### Logic cells by family, run 1

Scale bar: 50 µm.
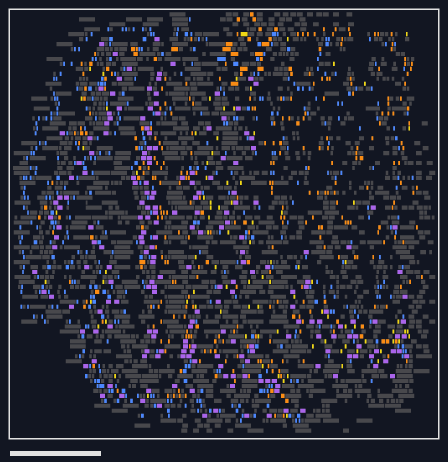
### Track usage over the die, run 1

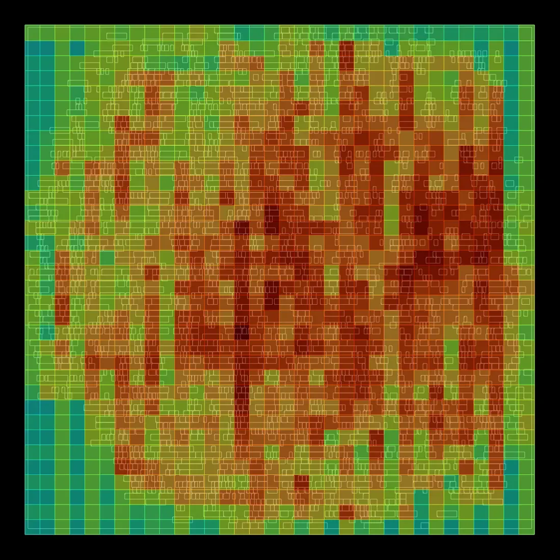
### Sizing map, run 1

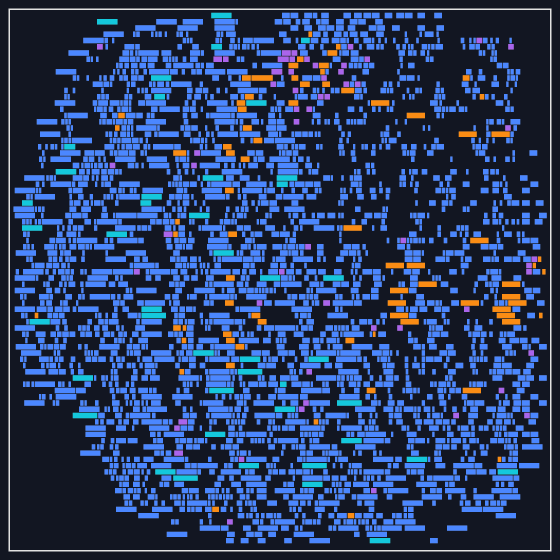
### config.mk
export PLATFORM = sky130hd
export DESIGN_NAME = ex_hilo_flat
export DESIGN_NICKNAME = d
export VERILOG_FILES = /design/src/rtl/ex_hilo_pkg.sv /design/src/rtl/ex_hilo_if.sv /design/src/rtl/ex_hilo_mul_iter.sv /design/src/rtl/ex_hilo.sv /design/src/flat_wrapper.sv
export SDC_FILE = /design/constraint.sdc
export NUM_CORES = 1
export LEC_CHECK = 0
export ABC_AREA = 0
export CAP_MARGIN = 10
export CORE_MARGIN = 1
export CORE_UTILIZATION = 40
export DETAILED_ROUTE_END_ITERATION = 7
export SETUP_SLACK_MARGIN = 0.2
export SLEW_MARGIN = 20
export SYNTH_ARGS = -nofsm -noshare
export SYNTH_HDL_FRONTEND = slang
export SYNTH_SLANG_ARGS = --single-unit
### constraint.sdc
create_clock -name clk -period 17.45 [get_ports clk]
set_input_delay 3.49 -clock clk [delete_from_list [all_inputs] [get_ports clk]]
set_output_delay 3.49 -clock clk [all_outputs]
set_load 0.01 [all_outputs]
### src/rtl/ex_hilo_pkg.sv
// ex_hilo_pkg: shared definitions for the execute stage.
//   - aluop codes decoded by ex_hilo
//   - multiplier iteration count and FSM state encoding
//   - small helpers: 32-bit magnitude and "is a multiply" decode
`timescale 1ns/1ps
package ex_hilo_pkg;

    localparam int MUL_CYCLES = 32;

    localparam logic [7:0] OP_AND   = 8'h24;
    localparam logic [7:0] OP_OR    = 8'h25;
    localparam logic [7:0] OP_XOR   = 8'h26;
    localparam logic [7:0] OP_NOR   = 8'h27;
    localparam logic [7:0] OP_SLL   = 8'h7C;
    localparam logic [7:0] OP_SRL   = 8'h02;
    localparam logic [7:0] OP_SRA   = 8'h03;
    localparam logic [7:0] OP_MOVZ  = 8'h0A;
    localparam logic [7:0] OP_MOVN  = 8'h0B;
    localparam logic [7:0] OP_MFHI  = 8'h10;
    localparam logic [7:0] OP_MTHI  = 8'h11;
    localparam logic [7:0] OP_MFLO  = 8'h12;
    localparam logic [7:0] OP_MTLO  = 8'h13;
    localparam logic [7:0] OP_MULT  = 8'h18;
    localparam logic [7:0] OP_MULTU = 8'h19;

    typedef enum logic [1:0] {
        IDLE = 2'd0,
        BUSY = 2'd1,
        DONE = 2'd2
    } mul_state_e;

    // Two's-complement magnitude. 0x80000000 maps to itself, which read
    // as unsigned is exactly 2^31, so no extra bit is needed.
    function automatic logic [31:0] abs32(input logic [31:0] v);
        return v[31] ? (~v + 32'd1) : v;
    endfunction

    function automatic logic is_mult_op(input logic [7:0] op);
        return (op == OP_MULT) || (op == OP_MULTU);
    endfunction

endpackage

### src/rtl/ex_hilo_if.sv
// ex_hilo_if: decode -> execute bundle plus the execute results that go
// to EX/MEM and back to decode's forwarding inputs.
//   master: decode side (drives aluop/operands/destination)
//   slave : ex_hilo (drives wdata_o, wd_o, wreg_o, stall_req_o)
`timescale 1ns/1ps
interface ex_hilo_if;
    logic [7:0]  aluop_i;
    logic [31:0] reg1_i;
    logic [31:0] reg2_i;
    logic        wreg_i;
    logic [4:0]  wd_i;
    logic [31:0] wdata_o;
    logic [4:0]  wd_o;
    logic        wreg_o;
    logic        stall_req_o;

    modport master (
        output aluop_i, reg1_i, reg2_i, wreg_i, wd_i,
        input  wdata_o, wd_o, wreg_o, stall_req_o
    );

    modport slave (
        input  aluop_i, reg1_i, reg2_i, wreg_i, wd_i,
        output wdata_o, wd_o, wreg_o, stall_req_o
    );
endinterface

### src/rtl/ex_hilo_mul_iter.sv
// mul_iter: iterative shift-add 32x32 multiplier, one multiplier bit per
// cycle. Signed operation multiplies magnitudes and negates at the end.
//   clk, rst : clock, asynchronous active-high reset
//   start    : multiply requested (only acted on while IDLE)
//   sgn      : 1 = signed (mult), 0 = unsigned (multu)
//   a, b     : operands, must stay stable while busy
//   busy     : pipeline must be held (start cycle and all BUSY cycles)
//   done     : product valid this cycle (DONE state)
//   product  : 64-bit signed-corrected result
`timescale 1ns/1ps
module mul_iter
    import ex_hilo_pkg::*;
(
    input  logic        clk,
    input  logic        rst,
    input  logic        start,
    input  logic        sgn,
    input  logic [31:0] a,
    input  logic [31:0] b,
    output logic        busy,
    output logic        done,
    output logic [63:0] product
);

    mul_state_e  state_reg, state_next;
    logic [4:0]  count_reg;
    logic [63:0] acc_reg;
    logic [63:0] mcand_reg;
    logic [31:0] mplier_reg;
    logic        neg_reg;

    always_ff @(posedge clk or posedge rst) begin
        if (rst) state_reg <= IDLE;
        else     state_reg <= state_next;
    end

    always_comb begin
        state_next = state_reg;
        case (state_reg)
            IDLE:    if (start) state_next = BUSY;
            BUSY:    if (count_reg == 5'(MUL_CYCLES - 1)) state_next = DONE;
            DONE:    state_next = IDLE;
            default: state_next = IDLE;
        endcase
    end

    always_ff @(posedge clk or posedge rst) begin
        if (rst) begin
            count_reg  <= '0;
            acc_reg    <= '0;
            mcand_reg  <= '0;
            mplier_reg <= '0;
            neg_reg    <= 1'b0;
        end else begin
            case (state_reg)
                IDLE: begin
                    if (start) begin
                        count_reg  <= '0;
                        acc_reg    <= '0;
                        mcand_reg  <= {32'd0, sgn ? abs32(a) : a};
                        mplier_reg <= sgn ? abs32(b) : b;
                        neg_reg    <= sgn & (a[31] ^ b[31]);
                    end
                end
                BUSY: begin
                    if (mplier_reg[0]) acc_reg <= acc_reg + mcand_reg;
                    mcand_reg  <= mcand_reg << 1;
                    mplier_reg <= mplier_reg >> 1;
                    count_reg  <= count_reg + 5'd1;
                end
                default: ;
            endcase
        end
    end

    assign busy    = ((state_reg == IDLE) && start) || (state_reg == BUSY);
    assign done    = (state_reg == DONE);
    assign product = neg_reg ? (~acc_reg + 64'd1) : acc_reg;

endmodule

### src/rtl/ex_hilo.sv
// ex_hilo: MIPS32 execute stage with logic/shift/move ops, the HI/LO pair
// and an iterative multiplier that stalls the front of the pipeline.
//   clk, rst : clock, asynchronous active-high reset
//   ex       : slave side of ex_hilo_if (aluop/operands/destination in,
//              wdata_o/wd_o/wreg_o/stall_req_o out, all combinational)
`timescale 1ns/1ps
module ex_hilo
    import ex_hilo_pkg::*;
(
    input  logic     clk,
    input  logic     rst,
    ex_hilo_if.slave ex
);

    logic [31:0] hi_reg, lo_reg;
    logic        is_mult;
    logic        mul_busy, mul_done;
    logic [63:0] mul_product;
    logic        stall;
    logic [31:0] wdata;
    logic        wreg;

    assign is_mult = is_mult_op(ex.aluop_i);

    mul_iter u_mul (
        .clk     (clk),
        .rst     (rst),
        .start   (is_mult),
        .sgn     (ex.aluop_i == OP_MULT),
        .a       (ex.reg1_i),
        .b       (ex.reg2_i),
        .busy    (mul_busy),
        .done    (mul_done),
        .product (mul_product)
    );

    // The start-cycle term of busy is combinational from aluop, so it must
    // be masked while reset holds the engine idle.
    assign stall = ~rst & mul_busy;

    // HI/LO: the multiply result wins over mthi/mtlo, although the pipeline
    // being held behind the multiply means they cannot normally meet.
    always_ff @(posedge clk or posedge rst) begin
        if (rst) begin
            hi_reg <= '0;
            lo_reg <= '0;
        end else if (mul_done) begin
            {hi_reg, lo_reg} <= mul_product;
        end else if (!stall) begin
            if (ex.aluop_i == OP_MTHI) hi_reg <= ex.reg1_i;
            if (ex.aluop_i == OP_MTLO) lo_reg <= ex.reg1_i;
        end
    end

    always_comb begin
        wdata = '0;
        wreg  = 1'b0;
        case (ex.aluop_i)
            OP_AND:  begin wdata = ex.reg1_i & ex.reg2_i;    wreg = ex.wreg_i; end
            OP_OR:   begin wdata = ex.reg1_i | ex.reg2_i;    wreg = ex.wreg_i; end
            OP_XOR:  begin wdata = ex.reg1_i ^ ex.reg2_i;    wreg = ex.wreg_i; end
            OP_NOR:  begin wdata = ~(ex.reg1_i | ex.reg2_i); wreg = ex.wreg_i; end
            OP_SLL:  begin wdata = ex.reg2_i << ex.reg1_i[4:0]; wreg = ex.wreg_i; end
            OP_SRL:  begin wdata = ex.reg2_i >> ex.reg1_i[4:0]; wreg = ex.wreg_i; end
            OP_SRA:  begin
                wdata = 32'($signed(ex.reg2_i) >>> ex.reg1_i[4:0]);
                wreg  = ex.wreg_i;
            end
            OP_MOVZ: begin wdata = ex.reg1_i; wreg = ex.wreg_i & (ex.reg2_i == 32'd0); end
            OP_MOVN: begin wdata = ex.reg1_i; wreg = ex.wreg_i & (ex.reg2_i != 32'd0); end
            OP_MFHI: begin wdata = hi_reg; wreg = ex.wreg_i; end
            OP_MFLO: begin wdata = lo_reg; wreg = ex.wreg_i; end
            default: ;  // mthi/mtlo/mult/multu/bubble/unknown: no GPR write
        endcase
    end

    assign ex.wdata_o     = rst ? 32'd0 : wdata;
    assign ex.wreg_o      = rst ? 1'b0  : wreg;
    assign ex.wd_o        = rst ? 5'd0  : ex.wd_i;
    assign ex.stall_req_o = stall;

endmodule

### src/flat_wrapper.sv
// flat-port wrapper written by rule: the top's interface ports become plain ports
module ex_hilo_flat import ex_hilo_pkg::*;
  (clk, rst, ex_aluop_i, ex_reg1_i, ex_reg2_i, ex_wreg_i, ex_wd_i, ex_wdata_o, ex_wd_o, ex_wreg_o, ex_stall_req_o);
  ex_hilo_if ex_i ();
  input  logic clk;
  input  logic rst;
  input wire logic [$bits(ex_i.aluop_i)-1:0] ex_aluop_i;
  input wire logic [$bits(ex_i.reg1_i)-1:0] ex_reg1_i;
  input wire logic [$bits(ex_i.reg2_i)-1:0] ex_reg2_i;
  input wire logic [$bits(ex_i.wreg_i)-1:0] ex_wreg_i;
  input wire logic [$bits(ex_i.wd_i)-1:0] ex_wd_i;
  output wire logic [$bits(ex_i.wdata_o)-1:0] ex_wdata_o;
  output wire logic [$bits(ex_i.wd_o)-1:0] ex_wd_o;
  output wire logic [$bits(ex_i.wreg_o)-1:0] ex_wreg_o;
  output wire logic [$bits(ex_i.stall_req_o)-1:0] ex_stall_req_o;
  assign ex_i.aluop_i = ex_aluop_i;
  assign ex_i.reg1_i = ex_reg1_i;
  assign ex_i.reg2_i = ex_reg2_i;
  assign ex_i.wreg_i = ex_wreg_i;
  assign ex_i.wd_i = ex_wd_i;
  assign ex_wdata_o = ex_i.wdata_o;
  assign ex_wd_o = ex_i.wd_o;
  assign ex_wreg_o = ex_i.wreg_o;
  assign ex_stall_req_o = ex_i.stall_req_o;
  ex_hilo u_core (.clk(clk), .rst(rst), .ex(ex_i));
endmodule
==> flow_summary.toml, run 1 <==
# implementation run metrics
[status]
status = "complete, no violations"

[floorplan]
core_mm2 = 0.0537
placementRows = 85
fp_util_pct = 40.4
die_area_mm2 = 0.0552
die_y_um = 235

[worst_setup_path]
r2r-end = "u_core.u_mul.acc_reg[62]"
critPathLaunch = "ex_aluop_i[2]"
crit_end = "ex_wdata_o[12]"
crit_type = "primary input to output pin"

[global_routing]
grt_max_degree = 107
antenna_found_initial = 4
met1_usage_pct = 40.3
grt_pass1_vias = 21128

[logic_synthesis]
ys_async_sr_fraction_pct = 100
yosysWarningCount = 0
yosys.area.top_type = "dfrtp_1"
fp_nets = 3000
top_cell = "nand2_1"
ff_type = "dfrtp_1"

[final_layout]
antenna_cells = 0
inverters = 91
buf_share_pct = 6.03
combGateArea_mm2 = 0.0148
sh_seq_area_pct = 23.8

[power_and_ir_drop]
clkPwrFrac_pct = 24.4
switching_share_pct = 43.0
powerClk_mw = 0.692
switchingPower_mw = 1.22
pwr-share-seq_pct = 31.6

[run]
warning_count = 63

[clock_tree]
clk_latency_ps = 580
cts_sinks = 232
clock_path_buffers = 3
clockRootBuffer = "clkbuf_16"
post_cts.repair.setup_buffers = 0
cts_made_buffers = 29

[drt]
met1_length_mm = 36.6
wire_per_inst_um = 25.5
detail-route-antenna-nets = 0
drt_pass1_iterations = 8

[min_path]
hold_start = "u_core.u_mul.mplier_reg[31]"
holdCritPathClass = "flop to flop"

[final_timing]
worst_pin_slew_ps = 1160
post-route-period-util_pct = 62.9
min_period_ps = 10980
fmax_ghz = 0.0911
About 'Logic cells by family':
family	colour	cells	most used
nand cells	blue	422	nand2_1
inv cells	yellow	91	inv_1
nor cells	orange	322	nor2_1
xor and xnor cells	purple	212	xnor2_1
Post-Layout Cell Count: 3483
combinational share of cell area: 60.7%
Top cell excl fill/tap: nand2_1

About 'Track usage over the die':
Util after Layout: 45.5%
GR Util met3: 4.42%
GRT Total Usage: 31.5%

About 'Sizing map':
size	colour	cells
x2	orange	76
x6 and larger	cyan	44
x1 and smaller	blue	2610
x3 and x4	purple	57
final instance area: 0.0244 mm²
Layout area overhead: 12.6%
setup slack after layout: 6470 ps
bufs w/o clock: 161

run 1: kinds of logic after synthesis:
family,share of synthesized area [%]
AOI/OAI and AO/OA,25.7
xor gates and xnor gates,8.55
adders and majority gates,7.76
buffers and inverters,5.27
DFF,26.7
muxes,9.68
and+or+nand+nor,16.3
run 1: placed cells by master, fill, tap and decap left out, drive strengths merged, types with 21 or more instances in the layout:
cell,synthesis,final
buf,29,49
clkbuf,185,39
clkdlybuf4s50,0,111
nand2,334,334
o31ai,36,36
a222oi,22,22
nor2,253,253
o211ai,23,23
xor2,31,31
mux4,21,21
a22oi,71,71
mux2i,139,139
or3,26,26
a21oi,252,252
ha,133,133
o21ai,316,316
dfrtp,232,232
mux2,21,21
nand3,48,48
xnor2,181,181
a21o,34,34
inv,90,90
a31oi,27,27
nor3,31,31
==> run 2, diff against run 1 <==
- clock period: 17.45 -> 9.2 ns (I/O delays scaled with it)
### Track usage over the die, run 2

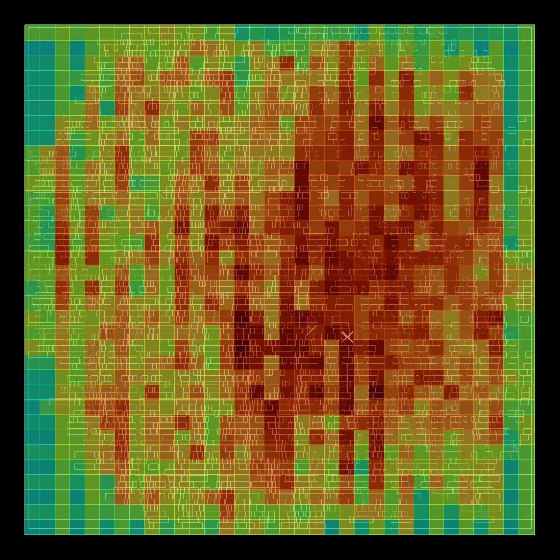
GRT Total Usage: 32.2%
GR Util met3: 4.17%
GRT busiest layer: met2
drt wl/cell: 26.0 µm
M1 GR Usage: 40.9%

==> flow_summary.toml, run 2 <==
# implementation run metrics
[global_routing]
grt_pass1_vias = 21121
grt_max_degree = 105

[clock_tree]
ctsHoldBuffers = 0
cts_sinks = 232
cts_made_buffers = 29
post_cts.repair.setup_buffers = 0
clockRootBuffer = "clkbuf_16"
clk_latency_ps = 590

[worst_setup_path]
r2r-end = "u_core.u_mul.acc_reg[62]"
crit_type = "primary input to output pin"

[drt]
wl_mm = 90.8
wl_met2_mm = 41.8
route.detailed.drc = 14
drt_pass1_iterations = 8
detail-route-antenna-nets = 0
met1_length_mm = 37.3

[status]
status = "finished with violations"
failed_checks = "DRC"

[power_and_ir_drop]
switching_share_pct = 43.8
powerClk_mw = 1.21
switchingPower_mw = 2.31
clkPwrFrac_pct = 23.0

[logic_synthesis]
mux_share_pct = 9.68
ff_type = "dfrtp_1"
yosys.area.top_type = "dfrtp_1"
xor_area_share_pct = 8.55
top_cell = "nand2_1"
ys_sh_simple_pct = 16.3
ys_async_sr_fraction_pct = 100
yosysWarningCount = 0
topCombFamilyByArea = "AND-OR/OR-AND gates"

[final_layout]
finish.utilization_pct = 45.5
sh_seq_area_pct = 23.8
buf_share_pct = 6.27
final_common_cell = "nand2_1"
combGateArea_mm2 = 0.0149
layout.cells.non_filler = 3490
lay_top_cells = "332 x nand2_1, 316 x o21ai_0, 252 x a21oi_1"

[min_path]
hold_start = "u_core.u_mul.count_reg[3]"
holdCritPathClass = "flop to flop"

[floorplan]
die_area_mm2 = 0.0552
placementRows = 85
fp_util_pct = 40.4

[final_timing]
fmax_ghz = 0.134
post-route-period-util_pct = 81.3
worst_pin_slew_ps = 1160

[run]
warning_count = 61
### Sizing map, run 2

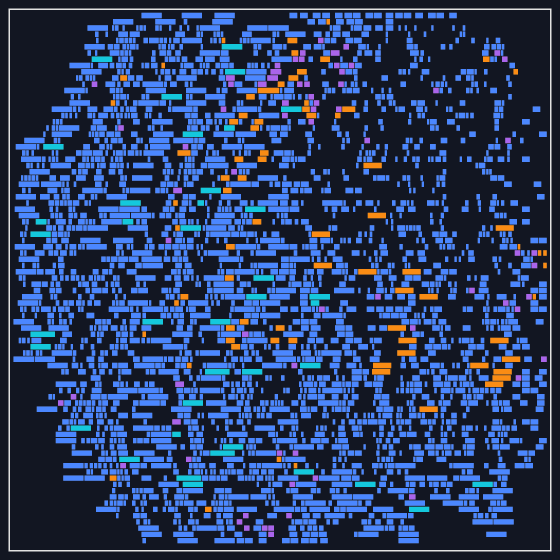
size	colour	cells
x6 and larger	cyan	39
x1 and smaller	blue	2609
x3 and x4	purple	69
x2	orange	77
Layout area overhead: 12.5%
bufs w/o clock: 168
final instance area: 0.0244 mm²

==> run 2: cell counts after synthesis <==
No cell type changed its count.
==> run 2: worst max-delay path, cell delays in order <==
cell             delay (ps)
clkdlybuf4s50_1         610
nor4_1                  450
nand3_1                 240
nor4_1                  580
nand4_1                 520
nor2_1                  390
xnor2_1                 100
a311oi_1                300
clkdlybuf4s50_1         590
==> run 2: worst max path at each step <==
stage	to	start
3_5_place_dp	ex_wdata_o[9]	ex_aluop_i[2]
3_3_place_gp	ex_wdata_o[8]	ex_aluop_i[3]
5_1_grt	ex_wreg_o	ex_reg2_i[4]
2_1_floorplan	ex_wdata_o[1]	rst
4_1_cts	ex_wdata_o[9]	ex_aluop_i[2]
6_report	ex_wreg_o	ex_reg2_i[4]
Power is estimated from default activity; no workload was simulated.
